<file path="config.mk">
export PLATFORM = sky130hd
export DESIGN_NAME = lamp_sequence_monitor
export DESIGN_NICKNAME = d
export VERILOG_FILES = /design/src/rtl/lamp_sequence_monitor.sv
export SDC_FILE = /design/constraint.sdc
export NUM_CORES = 1
export LEC_CHECK = 0
export CORE_ASPECT_RATIO = 0.9
export CORE_MARGIN = 3
export CORE_UTILIZATION = 58
export CTS_BUF_LIST = sky130_fd_sc_hd__clkbuf_16
export CTS_CLUSTER_DIAMETER = 200
export CTS_CLUSTER_SIZE = 10
export DETAILED_ROUTE_END_ITERATION = 8
export GPL_ROUTABILITY_DRIVEN = 0
export PLACE_DENSITY = 0.84
export SYNTH_ARGS = -nofsm -noshare
export SYNTH_HDL_FRONTEND = slang
export SYNTH_SLANG_ARGS = --single-unit
</file>
<file path="constraint.sdc">
create_clock -name clk -period 5.1 [get_ports clk]
set_input_delay 1.02 -clock clk [delete_from_list [all_inputs] [get_ports clk]]
set_output_delay 1.02 -clock clk [all_outputs]
set_load 0.1 [all_outputs]
</file>
<file path="src/rtl/lamp_sequence_monitor.sv">
// Passive checker for the RGY lamp bus: follows RED->GREEN->YELLOW->RED and
// flags bad encodings, out-of-order colours and wrong dwell times.
//
// state  | meaning
// SYNC   | waiting for a legal successor transition to lock onto
// RED    | locked, lamp currently red
// GREEN  | locked, lamp currently green
// YELLOW | locked, lamp currently yellow
module lamp_sequence_monitor #(
  parameter int RED_CYCLES    = 1,
  parameter int GREEN_CYCLES  = 1,
  parameter int YELLOW_CYCLES = 1,
  parameter int CNT_W         = 8,
  parameter int ERR_CNT_W     = 8,
  parameter int CYC_CNT_W     = 16
) (
  input  logic                 clk,
  input  logic                 rst,
  input  logic [0:2]           light,
  output logic                 locked,
  output logic                 err_pulse,
  output logic [1:0]           err_code,
  output logic [ERR_CNT_W-1:0] err_count,
  output logic [CYC_CNT_W-1:0] cycle_count
);

  localparam logic [0:2] L_RED    = 3'b100;
  localparam logic [0:2] L_GREEN  = 3'b010;
  localparam logic [0:2] L_YELLOW = 3'b001;

  localparam logic [1:0] E_ILLEGAL = 2'b00;
  localparam logic [1:0] E_ORDER   = 2'b01;
  localparam logic [1:0] E_SHORT   = 2'b10;
  localparam logic [1:0] E_LONG    = 2'b11;

  typedef enum logic [1:0] {SYNC, RED, GREEN, YELLOW} state_t;

  state_t           state;
  logic [0:2]       prev;
  logic [CNT_W-1:0] dwell;

  logic [0:2]       cur_l;
  logic [0:2]       next_l;
  logic [CNT_W-1:0] req;
  logic [CNT_W-1:0] dwell_inc;
  logic             lock_ok;
  logic             err_det;
  logic [1:0]       err_cls;

  function automatic logic is_onehot(input logic [0:2] l);
    return (l == L_RED) || (l == L_GREEN) || (l == L_YELLOW);
  endfunction

  // Non-colour inputs map to 000 so they can never match a legal sample.
  function automatic logic [0:2] succ(input logic [0:2] l);
    case (l)
      L_RED:    return L_GREEN;
      L_GREEN:  return L_YELLOW;
      L_YELLOW: return L_RED;
      default:  return 3'b000;
    endcase
  endfunction

  function automatic state_t state_of(input logic [0:2] l);
    case (l)
      L_RED:    return RED;
      L_GREEN:  return GREEN;
      L_YELLOW: return YELLOW;
      default:  return SYNC;
    endcase
  endfunction

  always_comb begin
    cur_l = 3'b000;
    req   = '0;
    case (state)
      RED:    begin cur_l = L_RED;    req = CNT_W'(RED_CYCLES);    end
      GREEN:  begin cur_l = L_GREEN;  req = CNT_W'(GREEN_CYCLES);  end
      YELLOW: begin cur_l = L_YELLOW; req = CNT_W'(YELLOW_CYCLES); end
      default: ;
    endcase
    next_l    = succ(cur_l);
    dwell_inc = (dwell == '1) ? dwell : dwell + CNT_W'(1);
    lock_ok   = is_onehot(prev) && (light == succ(prev));

    // Classes are mutually exclusive per sample, so the if-chain order is the priority.
    err_det = 1'b0;
    err_cls = E_ILLEGAL;
    if (state != SYNC) begin
      if (!is_onehot(light)) begin
        err_det = 1'b1;
        err_cls = E_ILLEGAL;
      end else if (light == cur_l) begin
        if (dwell_inc > req) begin
          err_det = 1'b1;
          err_cls = E_LONG;
        end
      end else if (light == next_l) begin
        if (dwell != req) begin
          err_det = 1'b1;
          err_cls = E_SHORT;
        end
      end else begin
        err_det = 1'b1;
        err_cls = E_ORDER;
      end
    end
  end

  always_ff @(posedge clk) begin
    if (rst) begin
      state       <= SYNC;
      prev        <= 3'b000;
      dwell       <= '0;
      locked      <= 1'b0;
      err_pulse   <= 1'b0;
      err_code    <= E_ILLEGAL;
      err_count   <= '0;
      cycle_count <= '0;
    end else begin
      prev      <= light;
      err_pulse <= 1'b0;
      if (state == SYNC) begin
        if (lock_ok) begin
          state  <= state_of(light);
          dwell  <= CNT_W'(1);
          locked <= 1'b1;
        end
      end else if (err_det) begin
        state     <= SYNC;
        dwell     <= '0;
        locked    <= 1'b0;
        err_pulse <= 1'b1;
        err_code  <= err_cls;
        if (err_count != '1)
          err_count <= err_count + ERR_CNT_W'(1);
      end else if (light == cur_l) begin
        dwell <= dwell_inc;
      end else begin
        state <= state_of(light);
        dwell <= CNT_W'(1);
        if (state == YELLOW)
          cycle_count <= cycle_count + CYC_CNT_W'(1);
      end
    end
  end

endmodule

</file>
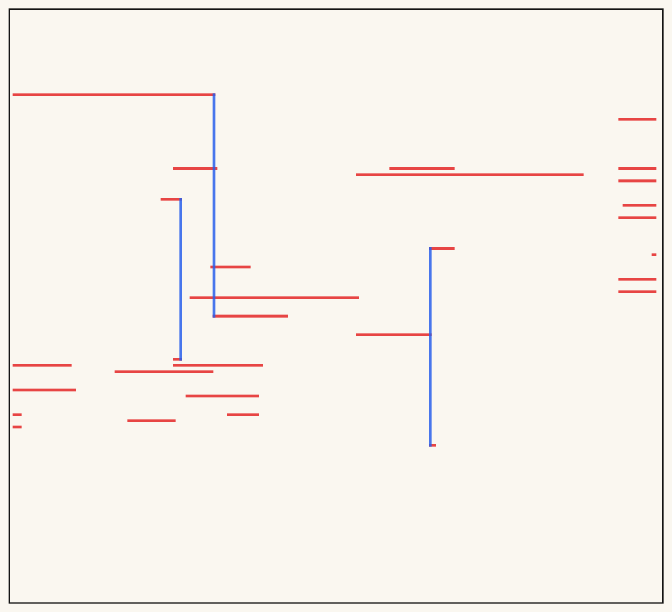
run_1/wires.png
Two of the layers only.
- metal 4: blue (wire length 63.9 microns)
- metal 3: red (wire length 180 microns)
routed wire length per instance: 14.2 microns
total global-route track usage: 22.6%
total wire length after detailed routing: 5000 microns

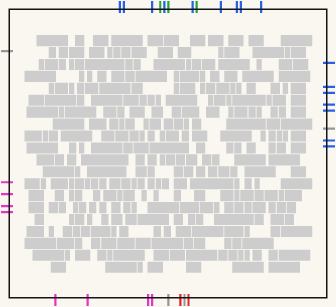
run_1/io_placement.png
Pins as bars across the die edge, other pins in gray.
- `cycle_count`: blue (pins 16; direction output; edge 9 top, 7 right)
- `err_count`: magenta (pins 8; direction output; edge 4 bottom, 4 left)
- `light`: green (pins 3; direction input; edge top)
- `err_code`: red (pins 2; direction output; edge bottom)
number of port buffers: 32
die height: 65.5 microns
floorplan die width: 72.1 microns

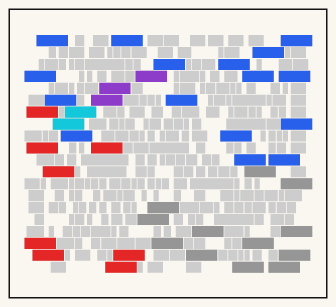
run_1/flops_by_reg.png
Other sequential cells in the stronger gray, the rest of the logic in the fainter gray.
- `cycle_count`: blue (sequential cells 16)
- `state`: cyan (sequential cells 2)
- `prev`: purple (sequential cells 3)
- `err_count`: red (sequential cells 8)
power dissipated in sequential cells: 325 uW
sequential cell area in the final layout: 821 sq um
Core Util, Final: 77.7%
sequential portion of the cell area: 29.5%

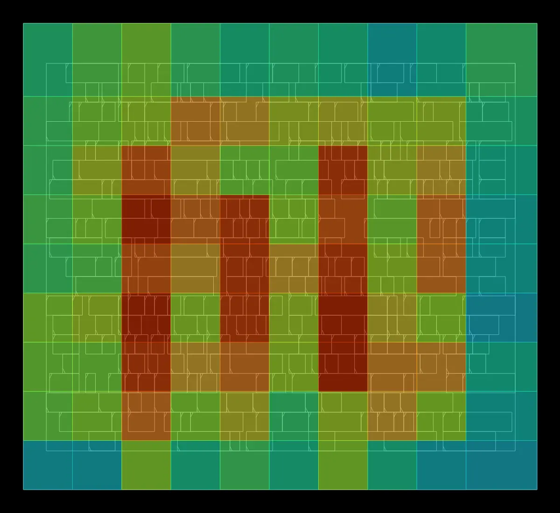
run_1/congestion.png
routing usage on met3: 4.28%
met1 capacity usage during global routing: 29.2%
routing usage on met2: 37.5%
GR peak layer: met2

==> impl_report.txt, run 1 <==
==== FLOW RESULTS ====
----------------------------------------------------
[Yosys]
  Prevailing logic family in the synthesized netlist ........................ simple AND/OR/NAND/NOR gates
  Distinct lib cells used ........................ about 48
  Post-Synthesis Net Count ........................ roughly 290
  Seq share, synth ........................ around 36%
  Avg Synthesized Cell Area ........................ 8.17 sq um
  Cell types occupying the most area after synthesis ........................ dfxtp_1 (36%), nor2_1 (5.4%), xnor2_1 (3.8%)
  EDFF count, synth ........................ 0
  Area share of the largest cell type after synthesis ........................ between 30% and 40%
  XORs/XNORs by Area ........................ around 5.4%
  Post-synthesis chip area from yosys ........................ 2280 sq um
  Asr flop ratio synth ........................ 0%
  Dominant flop cell ........................ dfxtp_1
  Gate count of the mapped netlist ........................ between 200 and 300

[STA]
  Shortest clock period the worst path allows after layout ........................ 3480 ps

[Setup path]
  Endpoint of the lowest-slack register-to-register path ........................ err_count[0]
  Ordered cell list for the critical path ........................ clkdlybuf4s50_1 > or4_1 > a31o_2 > and2_1 > nor3_1 > o31ai_1 > mux2_2
  Critical path launch point ........................ light[2]
  Kind of critical path ........................ input pin to flop
  Worst endpoint data arrival time ........................ between 3000 and 4000 ps
  Worst path bufs/invs ........................ 1
  Cell with the largest stage delay on the worst path ........................ clkdlybuf4s50_1
  Largest fanout of any net on the critical path ........................ 17
  CP endpoint kind ........................ flop
  Slack of the worst reg-to-reg path ........................ 1920 ps
  Worst reg2reg startpoint ........................ dwell[0]
  Data required time of the worst path ........................ 5270 ps
  Type of element launching the critical path ........................ input pin

[Worst hold path]
  Worst hold path startpoint ........................ err_code[1]
  Number of cells on the worst hold path ........................ 2
  Min-Delay Endpoint ........................ err_code[1]

[Placed design]
  Placed cells ........................ ~350
  Post-DP HPWL ........................ around 3500 microns

[Outcome]
  Result of the run ........................ finished clean

[Finish]
  Diodes inserted ........................ 0
  Count of nets after finishing ........................ 317
  Non-clk invs ........................ 5
  Most frequent cells in the layout ........................ dfxtp_1 (41), nor2_1 (33), clkdlybuf4s50_1 (32)
  Largest registers ranked by flip-flop count ........................ cycle_count: 16 flops, dwell: 8 flops, err_count: 8 flops
  Tally of clock buffers in the finished layout ........................ 5
  Count of flip-flops and latches ........................ 41
  Clock-cell share of area ........................ between 5 and 6%
  Combinational share of cell area ........................ ~50%
  Count of plain and timing-repair buffers in the layout ........................ 33
  Most flop-heavy register ........................ cycle_count

[Pwr]
  Leakage power summed over all cells ........................ between 0.9 and 1 nW
  Portion of total power attributed to combinational logic ........................ about 6.0%
  Psw ........................ ~150 uW
  Switching power as a share of total power ........................ between 20% and 30%
  Power consumed by the clock network ........................ 351 uW
  Relative contribution of sequential cells to total power ........................ a little under half
  Power per Cell Area ........................ ~260 nW/um^2

[Die]
  Total die size ........................ 4720 sq um
  Inserted tap cell count ........................ approximately 44
  Std cell rows ........................ 20

[GRT]
  Antenna violations before repair ........................ 0
  Wire length of the first global-routing pass ........................ around 8500 microns
  Largest net degree at the start of global routing ........................ 25

[Drt]
  Top layer reached by signal wires ........................ met4
  Met2 wire len ........................ between 2000 and 2500 microns
  Detailed-routing iteration count for the pre-antenna-repair pass ........................ 4
  Met1 layer wirelength in the final routing ........................ 2440 microns
  Number of remaining DRC errors ........................ 0

[CTS]
  Clock tree from TritonCTS ........................ built
  Hold Buf Count CTS ........................ 0
  Number of clock buffers inserted by TritonCTS ........................ 5
  Count of clock tree sinks ........................ ~41
  Buffers from clock root to sink, at most ........................ 2
  Clock root buffer ........................ clkbuf_16

[Flow run]
  Number of logged tool warnings ........................ 26

----------------------------------------------------
==> run 1: synth_stat cells, drive strengths merged, types with 2 or more instances <==
| master | instances |
|---|---|
| mux2 | 7 |
| nor3 | 13 |
| o31ai | 2 |
| and3 | 6 |
| or3 | 11 |
| o22ai | 3 |
| and2 | 8 |
| inv | 5 |
| xnor2 | 10 |
| a31o | 2 |
| nor3b | 2 |
| or4 | 4 |
| nor4bb | 2 |
| a21o | 3 |
| o21ai | 13 |
| nand4 | 8 |
| ha | 4 |
| a2111oi | 2 |
| dfxtp | 41 |
| nand3 | 10 |
| a21oi | 11 |
| nand2 | 23 |
| nand2b | 7 |
| mux2i | 2 |
| xor2 | 4 |
| clkbuf | 10 |
| nor2b | 13 |
| nor2 | 33 |
| nor4 | 4 |
==> run 2, diff against run 1 <==
--- a/config.mk
+++ b/config.mk
@@ -7,13 +7,13 @@
 export LEC_CHECK = 0
 export CORE_ASPECT_RATIO = 0.9
 export CORE_MARGIN = 3
-export CORE_UTILIZATION = 58
+export CORE_UTILIZATION = 54
 export CTS_BUF_LIST = sky130_fd_sc_hd__clkbuf_16
 export CTS_CLUSTER_DIAMETER = 200
 export CTS_CLUSTER_SIZE = 10
 export DETAILED_ROUTE_END_ITERATION = 8
 export GPL_ROUTABILITY_DRIVEN = 0
-export PLACE_DENSITY = 0.84
+export PLACE_DENSITY = 0.79
 export SYNTH_ARGS = -nofsm -noshare
 export SYNTH_HDL_FRONTEND = slang
 export SYNTH_SLANG_ARGS = --single-unit
==> constraint.sdc (replaced) <==
create_clock -name clk -period 3.6 [get_ports clk]
set_input_delay 0.72 -clock clk [delete_from_list [all_inputs] [get_ports clk]]
set_output_delay 0.72 -clock clk [all_outputs]
set_load 0.1 [all_outputs]
==> run 2 against run 1 <==
Compared with the run above:
- synthesized cell count is the same
- critical path depth grew 2
- worst setup slack lost 1300 ps
- critical endpoint unchanged
- final cell count grew 1.1%
- via count grew 1.1%
- clock skew shrank 1.4 ps
- sequential power grew 42%
- sequential share of layout area is the same
- combinational power grew 47%
- clock-buffer cell count is the same
==> impl_report.txt, run 2 <==
==== FLOW RESULTS ====
----------------------------------------------------
[Setup path]
  Critical path launch point ........................ dwell[0]
  Endpoint of the lowest-slack register-to-register path ........................ err_count[0]
  Data required time of the worst path ........................ ~3800 ps
  CP endpoint kind ........................ flop
  Reg2Reg Depth ........................ 9
  Kind of critical path ........................ flop to flop
  Slack of the worst reg-to-reg path ........................ 360 ps
  Worst reg2reg startpoint ........................ dwell[0]
  Largest fanout of any net on the critical path ........................ 7
  Worst endpoint data arrival time ........................ approximately 3400 ps
  Type of element launching the critical path ........................ flop

[Placed design]
  Number of port buffers ........................ 32
  Post-DP HPWL ........................ between 3000 and 4000 microns
  Placed cells ........................ between 300 and 400

[GRT]
  Routing usage on met3 ........................ 3.87%
  Total global-route track usage ........................ a little over a fifth
  Largest net degree at the start of global routing ........................ 46
  Routing usage on met2 ........................ 36.7%
  Wire length of the first global-routing pass ........................ 8670 microns
  GR peak layer ........................ met2
  Overall overflow remaining after global route ........................ 0
  Met1 capacity usage during global routing ........................ 28.9%
  Antenna violations before repair ........................ 0

[Yosys]
  EDFF count, synth ........................ 0
  Prevailing logic family in the synthesized netlist ........................ simple AND/OR/NAND/NOR gates
  Asr flop ratio synth ........................ 0%
  Avg Synthesized Cell Area ........................ a little over 8 sq um
  Flops & latches, synth ........................ 41
  Yosys synthesis warning count ........................ 0
  Post-Synthesis Net Count ........................ roughly 290
  Number of cells in the yosys synthesis report ........................ between 200 and 300
  Cell types occupying the most area after synthesis ........................ dfxtp_1 (36%), nor2_1 (5.4%), xnor2_1 (3.8%)
  Distinct lib cells used ........................ roughly 48
  Cell types with the highest counts after synthesis ........................ dfxtp_1 (41), nor2_1 (33), nand2_1 (23)
  Seq share, synth ........................ between 30% and 40%
  Top-count cell post-synth ........................ dfxtp_1
  MUX share of area ........................ approximately 4.3%
  Dominant flop cell ........................ dfxtp_1
  Gate count of the mapped netlist ........................ approximately 280
  Post-synthesis chip area from yosys ........................ between 2000 and 2500 sq um
  Area share of the largest cell type after synthesis ........................ 36.0%
  XORs/XNORs by Area ........................ under 10%

[STA]
  Worst Slack Setup Final ........................ between 300 and 400 ps
  Slew at the pin closest to its max-slew limit ........................ around 1000 ps
  Setup repair after global routing missed its margin ........................ false
  Shortest clock period the worst path allows after layout ........................ 3240 ps
  Number of endpoints failing setup at the final stage ........................ 0
  Worst clock skew ........................ ~2.8 ps

[Finish]
  Count of nets after finishing ........................ 321
  Layout cells sized above 1 ........................ approximately 7.7%
  Most frequent cells in the layout ........................ dfxtp_1 (41), nor2_1 (33), clkdlybuf4s50_1 (32)
  FILL cells ........................ between 300 and 400
  Logic area ........................ ~1400 sq um
  Largest register FFs ........................ 16
  Sequential cell area in the final layout ........................ between 800 and 900 sq um
  Finished Cell Area ........................ about 2800 sq um
  Largest registers ranked by flip-flop count ........................ cycle_count: 16 flops, dwell: 8 flops, err_count: 8 flops
  Diodes inserted ........................ 0
  Most flop-heavy register ........................ cycle_count
  Area added between synthesis and finish ........................ 22.1%

[CTS]
  Hold Buf Count CTS ........................ 0
  Clock tree from TritonCTS ........................ built
  Count of clock tree sinks ........................ 41
  Number of clock buffers inserted by TritonCTS ........................ 5
  Buffers from clock root to sink, at most ........................ 2
  Clock root buffer ........................ clkbuf_16

[Die]
  Total die size ........................ between 5000 and 6000 sq um
  Core area ........................ ~4000 sq um
  Die height ........................ approximately 68 microns
  Floorplan die width ........................ around 74 microns
  Std cell rows ........................ 21
  Initial standard-cell utilization of the core ........................ ~59%

[Drt]
  Met1 layer wirelength in the final routing ........................ 2400 microns
  Number of remaining DRC errors ........................ 0
  Met3 Routed Length ........................ ~230 microns
  Number of vias in the routed layout ........................ ~2100
  Routed wire length per instance ........................ roughly 14 microns
  Met2 wire len ........................ 2490 microns
  Via density per instance ........................ slightly below 6
  Detailed-routing iteration count for the pre-antenna-repair pass ........................ 4
  Top layer reached by signal wires ........................ met4
  Violation tally from detailed-route iteration zero ........................ around 180
  Total wire length after detailed routing ........................ approximately 5200 microns

[Pwr]
  IR drop worst, VDD ........................ 0.000361 V
  Power per Cell Area ........................ roughly 340 nW/um^2
  Post-layout total power ........................ 936 uW
  Leakage power summed over all cells ........................ 0.983 nW

[Worst hold path]
  Number of cells on the worst hold path ........................ 2
  Min-Delay Endpoint ........................ err_code[1]
  Worst hold path startpoint ........................ err_code[1]

[Outcome]
  Result of the run ........................ finished clean

[Flow run]
  Number of logged tool warnings ........................ 26

----------------------------------------------------
[run 2: cell count changes in the layout (fill, tap and decap cells not counted)]
cell,before,now
buf_4,1,5
bufinv_16,1,0
clkinv_1,1,0
clkinv_2,0,1
inv_1,6,5
[run 2: where the power goes]
group | internal [mW] | switching (mW)
Clock | 0.247 | 0.164
Combinational | 0.0251 | 0.0388
Sequential | 0.457 | 0.00393
[run 2: critical path, stage by stage, from the launching register on]
cell and delay, ps:
dfxtp_1 450, ha_1 280, and3_1 210, nand4_1 170
xnor2_1 180, ha_1 270, o21ai_0 560, nor3_1 190
o31ai_1 420, mux2_2 390
[run 2: final cells by class]
class	count	area share [%]
inverter	5	0.675
clock inverter	1	0.180
sequential	41	29.5
clock buffer	5	4.50
tap	46	2.07
multi-input combinational	222	50.2
timing repair buffer	37	12.9
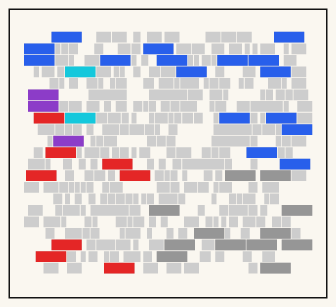
run_2/flops_by_reg.png
Other sequential cells in the stronger gray, the rest of the logic in the fainter gray.
- `err_count`: red (sequential cells 8)
- `prev`: purple (sequential cells 3)
- `cycle_count`: blue (sequential cells 16)
- `state`: cyan (sequential cells 2)
- not colored: 12
Core Util, Final: 71.5%
power dissipated in sequential cells: 461 uW

Power is estimated from default activity; no workload was simulated.
